==> config.mk <==
export PLATFORM = sky130hd
export DESIGN_NAME = cronometro_bcd
export DESIGN_NICKNAME = d
export VERILOG_FILES = /design/src/rtl/cronometro_bcd.sv
export SDC_FILE = /design/constraint.sdc
export NUM_CORES = 1
export LEC_CHECK = 0
export CAP_MARGIN = 30
export CORE_ASPECT_RATIO = 1.25
export CORE_UTILIZATION = 40
export DETAILED_ROUTE_END_ITERATION = 10
export PLACE_DENSITY = 0.69
export RECOVER_POWER = 50
export SLEW_MARGIN = 20
export SYNTH_ARGS = -nofsm -noshare
export SYNTH_HDL_FRONTEND = slang
export SYNTH_SLANG_ARGS = --single-unit
export TNS_END_PERCENT = 5
==> constraint.sdc <==
create_clock -name clk -period 1.8 [get_ports clk]
set_input_delay 0.36 -clock clk [delete_from_list [all_inputs] [get_ports clk]]
set_output_delay 0.36 -clock clk [all_outputs]
set_load 0.05 [all_outputs]
==> src/rtl/cronometro_bcd.sv <==
// BCD elapsed-time counter {days, hh, mm, ss} with prescaler, run/pause and range-checked preset load.
// Optional daily hh:mm alarm (alarma_hm / alarma) is compiled in when CRONO_ALARMA_EN is defined.
module cronometro_bcd #(
  parameter  int TICKS_PER_SEC = 10000,
  parameter  int DAY_DIGITS    = 2,
  localparam int TW            = 4*DAY_DIGITS + 24
) (
  input  logic          clk,
  input  logic          rst,
  input  logic          en,
  input  logic          load,
  input  logic [TW-1:0] preset,
  output logic [TW-1:0] tiempo,
  output logic          tick_seg,
  output logic          tick_min,
  output logic          dia_wrap,
  output logic          preset_err
`ifdef CRONO_ALARMA_EN
  ,
  input  logic [15:0]   alarma_hm,
  output logic          alarma
`endif
);

  localparam int PW = (TICKS_PER_SEC > 1) ? $clog2(TICKS_PER_SEC) : 1;
  localparam int ND = TW / 4;
  localparam logic [PW-1:0] PRESC_LAST = PW'(TICKS_PER_SEC - 1);

  logic [PW-1:0] presc_q, presc_d;
  logic [TW-1:0] time_q, time_d;
  logic          tick_seg_q, tick_seg_d;
  logic          tick_min_q, tick_min_d;
  logic          dia_wrap_q, dia_wrap_d;
  logic          preset_err_q, preset_err_d;

  logic [3:0] seg1, seg2, min1, min2, hora1, hora2;
  logic [3:0] seg1_n, seg2_n, min1_n, min2_n, hora1_n, hora2_n;
  logic       c_s1, c_s2, c_m1, c_m2, c_h;
  logic [DAY_DIGITS:0]     day_c;
  logic [4*DAY_DIGITS-1:0] days_n;
  logic [TW-1:0]           time_adv;
  logic [ND-1:0]           dig_ok;
  logic                    preset_ok;

  assign seg1  = time_q[3:0];
  assign seg2  = time_q[7:4];
  assign min1  = time_q[11:8];
  assign min2  = time_q[15:12];
  assign hora1 = time_q[19:16];
  assign hora2 = time_q[23:20];

  // Whole one-second advance computed combinationally so every rollover lands in one edge.
  always_comb begin
    c_s1 = (seg1 == 4'd9);
    c_s2 = c_s1 && (seg2 == 4'd5);
    c_m1 = c_s2 && (min1 == 4'd9);
    c_m2 = c_m1 && (min2 == 4'd5);
    c_h  = c_m2 && (hora2 == 4'd2) && (hora1 == 4'd3);

    seg1_n  = c_s1 ? 4'd0 : seg1 + 4'd1;
    seg2_n  = c_s1 ? (c_s2 ? 4'd0 : seg2 + 4'd1) : seg2;
    min1_n  = c_s2 ? (c_m1 ? 4'd0 : min1 + 4'd1) : min1;
    min2_n  = c_m1 ? (c_m2 ? 4'd0 : min2 + 4'd1) : min2;
    hora1_n = c_m2 ? ((c_h || hora1 == 4'd9) ? 4'd0 : hora1 + 4'd1) : hora1;
    hora2_n = c_m2 ? (c_h ? 4'd0 : ((hora1 == 4'd9) ? hora2 + 4'd1 : hora2)) : hora2;

    day_c    = '0;
    day_c[0] = c_h;
    days_n   = time_q[TW-1:24];
    for (int i = 0; i < DAY_DIGITS; i++) begin
      if (day_c[i]) begin
        days_n[4*i +: 4] = (time_q[24+4*i +: 4] == 4'd9) ? 4'd0 : time_q[24+4*i +: 4] + 4'd1;
      end
      day_c[i+1] = day_c[i] && (time_q[24+4*i +: 4] == 4'd9);
    end

    time_adv = {days_n, hora2_n, hora1_n, min2_n, min1_n, seg2_n, seg1_n};
  end

  generate
    for (genvar gi = 0; gi < ND; gi++) begin : g_dig_ok
      assign dig_ok[gi] = (preset[4*gi +: 4] <= 4'd9);
    end
  endgenerate

  assign preset_ok = (&dig_ok) &&
                     (preset[7:4] <= 4'd5) &&
                     (preset[15:12] <= 4'd5) &&
                     ((preset[23:20] < 4'd2) ||
                      ((preset[23:20] == 4'd2) && (preset[19:16] <= 4'd3)));

`ifdef CRONO_ALARMA_EN
  logic alarma_q, alarma_d;
  logic alarm_match;
  // Seconds reach 00 only through the seg2 carry, so c_s2 marks entry into hh:mm:00.
  assign alarm_match = c_s2 && (time_adv[23:8] == alarma_hm);
`endif

  always_comb begin
    presc_d      = presc_q;
    time_d       = time_q;
    tick_seg_d   = 1'b0;
    tick_min_d   = 1'b0;
    dia_wrap_d   = 1'b0;
    preset_err_d = 1'b0;
`ifdef CRONO_ALARMA_EN
    alarma_d     = 1'b0;
`endif
    if (load) begin
      if (preset_ok) begin
        time_d  = preset;
        presc_d = '0;
      end else begin
        preset_err_d = 1'b1;
      end
    end else if (en) begin
      if (presc_q == PRESC_LAST) begin
        presc_d    = '0;
        time_d     = time_adv;
        tick_seg_d = 1'b1;
        tick_min_d = c_s2;
        dia_wrap_d = day_c[DAY_DIGITS];
`ifdef CRONO_ALARMA_EN
        alarma_d   = alarm_match;
`endif
      end else begin
        presc_d = presc_q + 1'b1;
      end
    end
  end

  always_ff @(posedge clk) begin
    if (rst) begin
      presc_q      <= '0;
      time_q       <= '0;
      tick_seg_q   <= 1'b0;
      tick_min_q   <= 1'b0;
      dia_wrap_q   <= 1'b0;
      preset_err_q <= 1'b0;
`ifdef CRONO_ALARMA_EN
      alarma_q     <= 1'b0;
`endif
    end else begin
      presc_q      <= presc_d;
      time_q       <= time_d;
      tick_seg_q   <= tick_seg_d;
      tick_min_q   <= tick_min_d;
      dia_wrap_q   <= dia_wrap_d;
      preset_err_q <= preset_err_d;
`ifdef CRONO_ALARMA_EN
      alarma_q     <= alarma_d;
`endif
    end
  end

  assign tiempo     = time_q;
  assign tick_seg   = tick_seg_q;
  assign tick_min   = tick_min_q;
  assign dia_wrap   = dia_wrap_q;
  assign preset_err = preset_err_q;
`ifdef CRONO_ALARMA_EN
  assign alarma     = alarma_q;
`endif

endmodule

==> deck_impl_summary.md <==
Run Summary

Worst setup path
  – Worst path max stage delay: slightly below 0.5 ns
  – CP arrival: 2.10 ns
  – R2R Setup Slk: -0.02 ns
  – Levels on crit path: 8
  – Critical Path End: tiempo[30]
  – CP dominant cell by count: buf_6
  – Crit path max-delay family: buffers and inverters
  – Critical-path top delay cell: clkdlybuf4s50_1
  – CP Cell Sequence: clkdlybuf4s50_1 -> o31a_1 -> nor4_4 -> buf_6 -> buf_6 -> o21ai_4 -> mux2_4 -> o21ai_1
  – Worst Path Buf+Inv: 3
  – Max FO, Critical Path: 6
  – Reg2reg start: tiempo[1]
  – Crit path from: preset[21]

Detailed routing
  – ANT nets after route: 0
  – Routed wl met3: 442 um
  – Met2 wire len: a little under 5 mm
  – Met1 WL: 3.89 mm
  – Vias per cell: 5.58
  – DR top layer: met4
  – Pre-antenna DRT Iters: 4
  – WL/cell: 15.5 um

Power and ir drop
  – P_leak: between 1.5 and 2 nW
  – Peak VDD IR: 0.297 mV
  – Sw Pwr: 578 uW
  – Clk network pwr share: 38.5%
  – Power in combinational cells: approximately 270 uW
  – Sw Share: 25.9%
  – Top power group: registers

Final layout
  – Non-clk invs: 13
  – Most common logic cells in the final layout: buf_4, nor2_1, dfxtp_1, a21oi_1
  – Post-route core utilization: 63.4%
  – Syn-to-layout area delta: 54.5%
  – Fillers: roughly 650
  – #MultiIn Comb: 294
  – Layout Nets: 563
  – Most frequent logic cell in the layout: buf_4
  – Clk_buf instances: 5

Yosys
  – Top cells, area: dfxtp_1, nor2_1, a21oi_1
  – AO/OA Area Share: 23.9%
  – Post-synth mux share: under 10%
  – Synth logic family: simple AND/OR/NAND/NOR gates
  – Avg Inst Size Synth: 7.91 um2
  – Area reported by Yosys stat: 0.00302 mm2
  – Ys flop type: dfxtp_1
  – Top cell area share: 33.1%
  – Simple share: 24.0%
  – Xor/xnor cell area share of the yosys netlist: 4.64%
  – Fraction of registers with async set/reset: 0%
  – Mapped Nets: 429
  – Synth Register Bits: 50
  – Synth Warn #: 0
  – Cell with the most instances after synthesis: dfxtp_1
  – EDFF count, synth: 0
  – Post-Syn Area: 0.00302 mm2
  – Post-synth top area cell: dfxtp_1
  – Synth top cells by count: dfxtp_1, nor2_1, a21oi_1, o21ai_0, nand2_1
  – Register share after synthesis: 33.1%

Status
  – Failing checks: negative setup slack
  – Outcome: finished, violations left

Clock network
  – Htree depth: 2
  – Skew-Pair Late Insertion Delay: 0.32 ns
  – Num Clock Sinks: 50
  – Post-CTS Resized: 36
  – Worst-path clk slew: 0.11 ns
  – Post-CTS Hold Buffers: 0
  – Clock Path Buffers: 2
  – CTS root buf: clkbuf_8
  – CTS tree: yes
  – Number of CTS-inserted buffers: 5

Die
  – Die height: 99.2 um
  – Die W: 79.7 um
  – I/O pins: 72

Final timing
  – Final min period: 1.84 ns
  – Final Cycle Share: 102%
  – Fmax: roughly 0.54 GHz
  – Final Max-Slew Violation Tally: 0
  – Slew @ Worst Pin: roughly 0.6 ns
  – Setup TNS: -0.175 ns
  – RSZ-0062 raised after global routing: yes
  – Final setup fails: 9
  – Worst setup margin: -0.0429 ns

Global route
  – Most utilized layer in the global route result: met2
  – GR met1 Demand/Resource: roughly 28%
  – Met3 usage: 3.94%
  – Largest net degree at the start of global routing: 39
  – GRT overflow: 0
  – Met2 Track Usage GR: between 40% and 50%

Min path
  – Hold_sp: preset[26]
  – Worst Hold End: tiempo[26]
  – Hold path depth: 3
  – Min-delay worst type: in -> reg

Placed design
  – Port Buffers: 71
  – DP HPWL: 6.60 mm
  – Post-placement cell area: 0.00422 mm2
  – # placed instances: 585

Flow run
  – Max_cap viols: 0
  – Tool warnings: 34
Fig. 1: placement density heat map
Scale: 4 px per um. 8 x 10 tiles, from dark blue (low) to red (high), 0 to 100% covered.
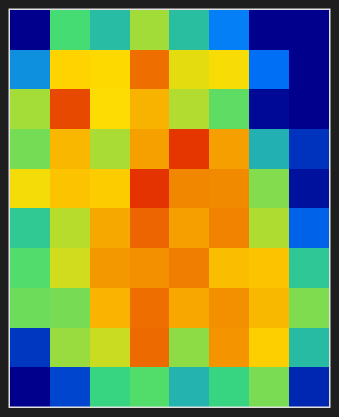
The densest ninth of the die: middle. The fullest tile reaches 94%. The mean over all tiles is 58%. The emptiest ninth of the die: top right.

Fig. 2: cell placement
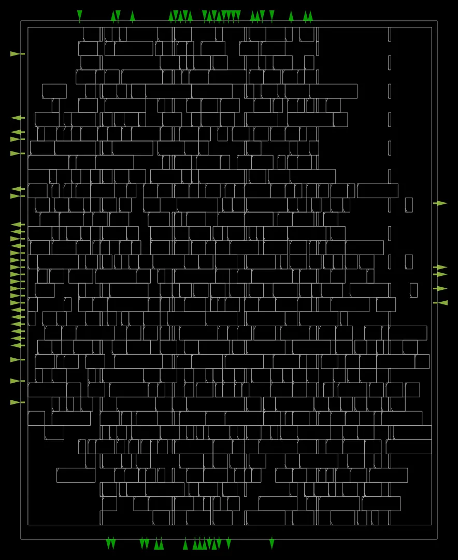
CORE AREA: 0.00736 mm2
Rows: 35
seq_cells: 50
Seq/total area: 22.2%
final cell count without fillers: 609

Fig. 3: M1 wires
Scale: 6 px per um. Supply wires on this layer in gray. Cells faint in the background.
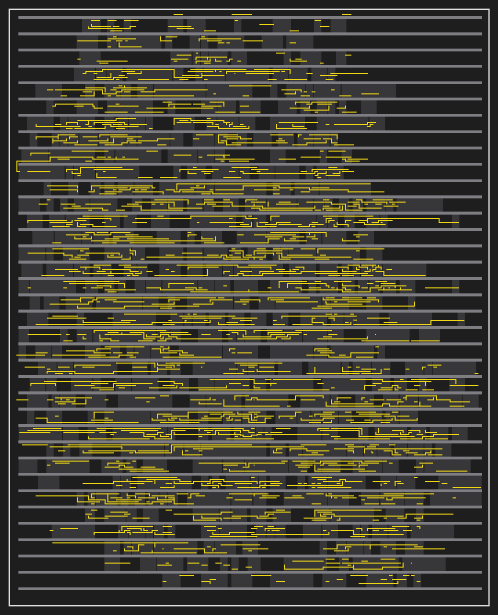
502 nets have wire on it. The layer holds 41% of the routed length. The longest straight run is 32.2 um. The layer carries 3890 um of wire.
vias: 3397
Routed Wire Length: 9.44 mm

Fig. 4: wires at chosen ports, followed through buffers
Scale: 4 px per um.
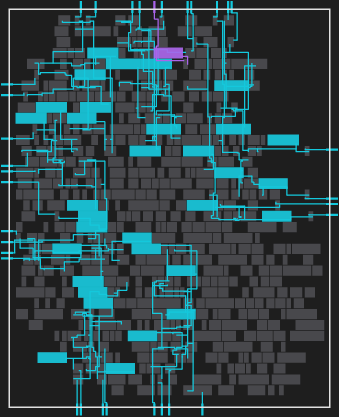
Cyan shows tiempo, bits 32, direction output, end cells 32, buffers 50, wire 1650 um. Purple shows preset_err, bits 1, direction output, end cells 1, buffers 1, wire 24.1 um.

Fig. 5: cells by drive strength
Scale: 4 px per um.
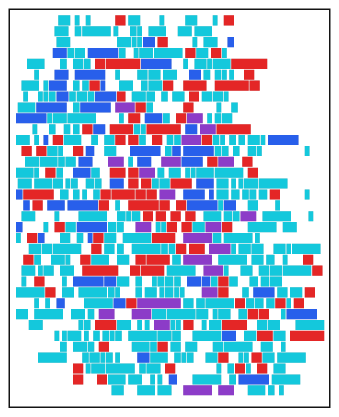
Blue shows drive 2, cells 54, share 10%. Cyan shows drive 1 or less, cells 339, share 66%. Red shows drive 3 to 4, cells 101, share 20%. Purple shows drive 6 and up, cells 23, share 4.4%.

Power figures rest on the tool's default switching activity, not on a simulated workload.
